==> images/metal_density.png <==
The die is cut into 10 by 14 equal tiles; dark blue is low, red is high, scaled to the fullest tile. Values are wire area over tile area, all layers added.
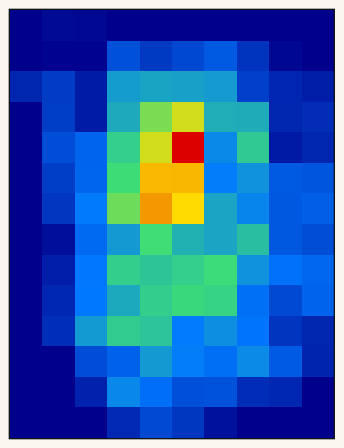
==> images/placement_by_type.png <==
Fill, decap, tap and diode cells in grey.
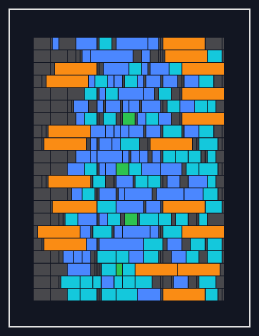
==> images/wires.png <==
Only two layers are drawn.
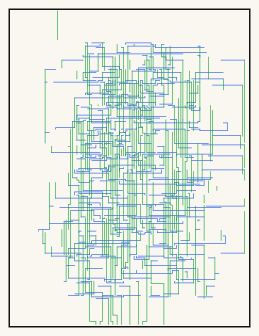
==> config.mk <==
export PLATFORM = sky130hd
export DESIGN_NAME = zle_xc_dec_flat
export DESIGN_NICKNAME = d
export VERILOG_FILES = /design/src/rtl/zle_xc_dec_if.sv /design/src/rtl/zle_xc_dec.sv /design/src/flat_wrapper.sv
export SDC_FILE = /design/constraint.sdc
export NUM_CORES = 1
export LEC_CHECK = 0
export ABC_AREA = 0
export CORE_ASPECT_RATIO = 1.4
export CORE_MARGIN = 5
export CORE_UTILIZATION = 43
export DETAILED_ROUTE_END_ITERATION = 12
export PLACE_DENSITY = 0.75
export SLEW_MARGIN = 20
export SYNTH_ARGS = -nofsm -noshare
export SYNTH_HDL_FRONTEND = slang
export SYNTH_SLANG_ARGS = --single-unit
==> constraint.sdc <==
create_clock -name clock -period 1.58 [get_ports clock]
set_clock_uncertainty 0.2 [all_clocks]
set_input_delay 0.316 -clock clock [delete_from_list [all_inputs] [get_ports clock]]
set_output_delay 0.316 -clock clock [all_outputs]
set_load 0.02 [all_outputs]
==> report_table.html <==
<p>Metrics extracted from the flow reports.</p>
<table>
<tr><th>Metric</th><th>Value</th></tr>
<tr><th colspan="2">Status</th></tr>
<tr><td>Run status</td><td>complete, but fails checks</td></tr>
<tr><td>Violated checks</td><td>setup timing</td></tr>
<tr><th colspan="2">Logic synthesis</th></tr>
<tr><td>EDFF count, synth</td><td>0</td></tr>
<tr><td>Number of flip-flops and latches in the synthesized netlist</td><td>19</td></tr>
<tr><td>Multiplexer share</td><td>0%</td></tr>
<tr><td>Count of synthesis-stage warnings from yosys</td><td>0</td></tr>
<tr><td>Xor/xnor share of the synthesized area</td><td>0.8333%</td></tr>
<tr><td>Cell count after synthesis</td><td>between 100 and 150</td></tr>
<tr><td>Most area-consuming cells after synthesis</td><td>sky130_fd_sc_hd__dfrtp_1 45%, sky130_fd_sc_hd__a22o_1 6.7%, sky130_fd_sc_hd__o21ai_0 3.8%</td></tr>
<tr><td>Yosys stat area</td><td>about 1100 um2</td></tr>
<tr><td>Ys flop type</td><td>sky130_fd_sc_hd__dfrtp_1</td></tr>
<tr><td>Cell type with the highest aggregate area in the netlist</td><td>sky130_fd_sc_hd__dfrtp_1</td></tr>
<tr><td>Fraction of the mapped netlist area in compound gates</td><td>approximately 30%</td></tr>
<tr><td>Most numerous cell in the Yosys netlist</td><td>sky130_fd_sc_hd__dfrtp_1</td></tr>
<tr><td>Number of nets produced by synthesis</td><td>120</td></tr>
<tr><td>Fraction of registers with async set/reset</td><td>100.0%</td></tr>
<tr><td>Post-Synth Adder-Cell Area</td><td>under 10%</td></tr>
<tr><td>Synth Seq Share</td><td>between 40% and 50%</td></tr>
<tr><td>Fraction of synthesized cell area taken by the top area cell type</td><td>45.24%</td></tr>
<tr><td>Ys cells</td><td>between 100 and 150</td></tr>
<tr><td>Number of distinct library cell variants in the gate-level netlist after synthesis</td><td>39</td></tr>
<tr><td>AND/OR/NAND/NOR Cells, Area Fraction</td><td>between 10% and 20%</td></tr>
<tr><td>Cell area after synthesis</td><td>1051 um2</td></tr>
<tr><td>Top comb family, area</td><td>AND-OR/OR-AND gates</td></tr>
<tr><td>List of most frequent post-synthesis cells</td><td>19 x sky130_fd_sc_hd__dfrtp_1, 9 x sky130_fd_sc_hd__nor2_1, 8 x sky130_fd_sc_hd__a22o_1, 8 x sky130_fd_sc_hd__o21ai_0, 6 x sky130_fd_sc_hd__nor3_1</td></tr>
<tr><th colspan="2">Timing</th></tr>
<tr><td>Worst Setup Slack, final</td><td>-0.07091 ns</td></tr>
<tr><td>Hold Slack</td><td>0.1228 ns</td></tr>
<tr><td>Pins Over Slew Limit</td><td>0</td></tr>
<tr><td>Final-report setup violation count</td><td>13</td></tr>
<tr><td>RSZ-0062 raised after global routing</td><td>true</td></tr>
<tr><td>Final Hold Violating Endpoints</td><td>0</td></tr>
<tr><td>Maximum achievable frequency</td><td>0.6057 GHz</td></tr>
<tr><td>Total Neg Setup Slack</td><td>-0.2838 ns</td></tr>
<tr><th colspan="2">Clock tree</th></tr>
<tr><td>CTS Root Cell</td><td>sky130_fd_sc_hd__clkbuf_4</td></tr>
<tr><td>Number of CTS-inserted buffers</td><td>3</td></tr>
<tr><td>Clock transition time at the flip-flop clock pins of the worst setup and hold paths</td><td>0.11 ns</td></tr>
<tr><td>TritonCTS clock tree</td><td>yes</td></tr>
<tr><td>Number of hold-repair buffers added at the cts stage</td><td>0</td></tr>
<tr><td>Maximum clock insertion buffer count</td><td>2</td></tr>
<tr><th colspan="2">Run</th></tr>
<tr><td>Reported max-cap violation count</td><td>0</td></tr>
<tr><td>OpenROAD warning count</td><td>30</td></tr>
<tr><th colspan="2">Pwr</th></tr>
<tr><td>Ratio of total power to cell area</td><td>roughly 1400 nW/um2</td></tr>
<tr><td>Power, Total</td><td>2.547 mW</td></tr>
<tr><td>Leakage power figure</td><td>roughly 0.84 nW</td></tr>
<tr><td>Worst IR drop on VDD</td><td>between 0.7 and 0.8 mV</td></tr>
<tr><th colspan="2">Detailed routing</th></tr>
<tr><td>DRC violation count after routing</td><td>0</td></tr>
<tr><td>Vias per cell</td><td>about 6.0</td></tr>
<tr><td>Detailed-routing iteration count for the pre-antenna-repair pass</td><td>4</td></tr>
<tr><td>Number of design-rule violations left by the first detailed-router iteration</td><td>69</td></tr>
<tr><td>DRT antenna net count</td><td>0</td></tr>
<tr><th colspan="2">Floorplanning</th></tr>
<tr><td>Chip width</td><td>between 50 and 60 um</td></tr>
<tr><td>Effective utilization at floorplan</td><td>44.44%</td></tr>
<tr><td>Number of top-level design ports</td><td>27</td></tr>
<tr><td>Vertical extent of the die</td><td>68.50 um</td></tr>
<tr><td>Die footprint</td><td>~3500 um2</td></tr>
<tr><th colspan="2">Layout</th></tr>
<tr><td># diodes</td><td>0</td></tr>
<tr><td>Storage element area</td><td>~480 um2</td></tr>
<tr><td>Synthesis-to-layout area growth</td><td>67.86%</td></tr>
<tr><td>Number of standard cells in the final layout excluding fillers</td><td>193</td></tr>
<tr><td>Share of post-route cells with drive strength above 1</td><td>between 40% and 50%</td></tr>
<tr><td>Multi-input combinational cell area</td><td>between 600 and 700 um2</td></tr>
<tr><td>Total Nets Final</td><td>187</td></tr>
<tr><th colspan="2">Worst setup path</th></tr>
<tr><td>R2r worst-path depth</td><td>6</td></tr>
<tr><td>Reg-to-reg setup timing slack</td><td>-0.02 ns</td></tr>
<tr><td>Critical Path Source Type</td><td>input pin</td></tr>
<tr><td>Critical path data required time</td><td>between 1.5 and 2 ns</td></tr>
<tr><td>Crit path kind</td><td>in2reg</td></tr>
<tr><td>Element type at the critical path end</td><td>flip-flop</td></tr>
<tr><td>Arrival time reported for the critical path endpoint</td><td>approximately 1.6 ns</td></tr>
<tr><td>Critical path fanouts, max</td><td>3</td></tr>
<tr><th colspan="2">Placement</th></tr>
<tr><td>Instance count after placement with tap cells included</td><td>around 180</td></tr>
<tr><td>Input/output buffers</td><td>25</td></tr>
<tr><td>Detailed Place HPWL</td><td>2406 um</td></tr>
<tr><td>Routability cong.</td><td>approximately 0.84</td></tr>
<tr><th colspan="2">Global routing</th></tr>
<tr><td>Via count of the first global-routing pass</td><td>approximately 1200</td></tr>
<tr><td>Pin count of the biggest net entering global routing</td><td>20</td></tr>
<tr><td>Antenna violations before repair</td><td>0</td></tr>
<tr><th colspan="2">Min path</th></tr>
<tr><td>Min-Delay Path Class</td><td>in2reg</td></tr>
<tr><td>Number of stages on the worst hold path</td><td>3</td></tr>
</table>
Back to the opening pictures, metal_density.png:
The mean over all tiles is 0.16. 24% of the tiles are nearly empty. The emptiest ninth of the die: upper left. The densest ninth of the die: centre.
total track usage: 19.21%
wire per inst: 17.59 um
detailed-route wire length: 3394 um
via count of the routed design: 1165

Back to the opening pictures, placement_by_type.png:
Key: clock drivers and dummy loads = green [cells 4]; sequential cells = orange [cells 19]; combinational and other logic = blue [cells 81]; remaining buffers and delay cells = cyan [cells 66]
final instance area: 1764 um2
Core Util, Final: 74.60%
count of standard-cell rows: 21
core outline area: 2365 um2

Back to the opening pictures, wires.png:
Key: metal 1 = blue [wire length 1300 um]; metal 2 = green [wire length 1800 um]

## where the power goes
part / internal [mW] / switching, mW / leakage, nW / total [mW]
registers: 0.631 / 0.146 / 0.243 / 0.777
clock network: 0.0983 / 0.150 / 0.0150 / 0.248
logic: 0.799 / 0.722 / 0.587 / 1.52
total: 1.53 / 1.02 / 0.845 / 2.55
## metal layers
metal / track usage [%] / share of wire, %
met3: 3.656 / 6.2
met5: 0 / 0
met4: 9.508 / 2.7
met1: 19.62 / 38
met2: 36.78 / 53
## timing repair
item,CTS,global route
buffers inserted,3,3
setup endpoints to repair,29,20
pin swaps,18,12
resized,66,27
hold endpoints to repair,0,0
## area by class of cell
class                   count  share of cell area [%]
repair buffers             66                   31.13
flip-flops and latches     19                   27.02
inverters                   3                  0.6383
multi-input cells          78                   38.09
well taps                  23                   1.631
clock buffers               4                   1.489
## critical path, stage by stage
cell and delay [ns]:
sky130_fd_sc_hd__buf_6 0.09, sky130_fd_sc_hd__or4_4 0.56, sky130_fd_sc_hd__o21a_1 0.25, sky130_fd_sc_hd__o22a_1 0.22, sky130_fd_sc_hd__o221a_1 0.20
## cells in the final DEF (no fill, tap or decap), types with 3 or more instances in the layout
cell type and count:
sky130_fd_sc_hd__buf_2 5, sky130_fd_sc_hd__nor3_4 3, sky130_fd_sc_hd__buf_6 11, sky130_fd_sc_hd__nor2_1 8
sky130_fd_sc_hd__o22a_1 3, sky130_fd_sc_hd__clkbuf_4 3, sky130_fd_sc_hd__dfrtp_1 18, sky130_fd_sc_hd__buf_4 34
sky130_fd_sc_hd__o221a_1 3, sky130_fd_sc_hd__o21ai_1 6, sky130_fd_sc_hd__a21oi_1 4, sky130_fd_sc_hd__a22o_1 8
sky130_fd_sc_hd__dlygate4sd2_1 10
No activity file was given, so power comes from the tool's default toggle rates.
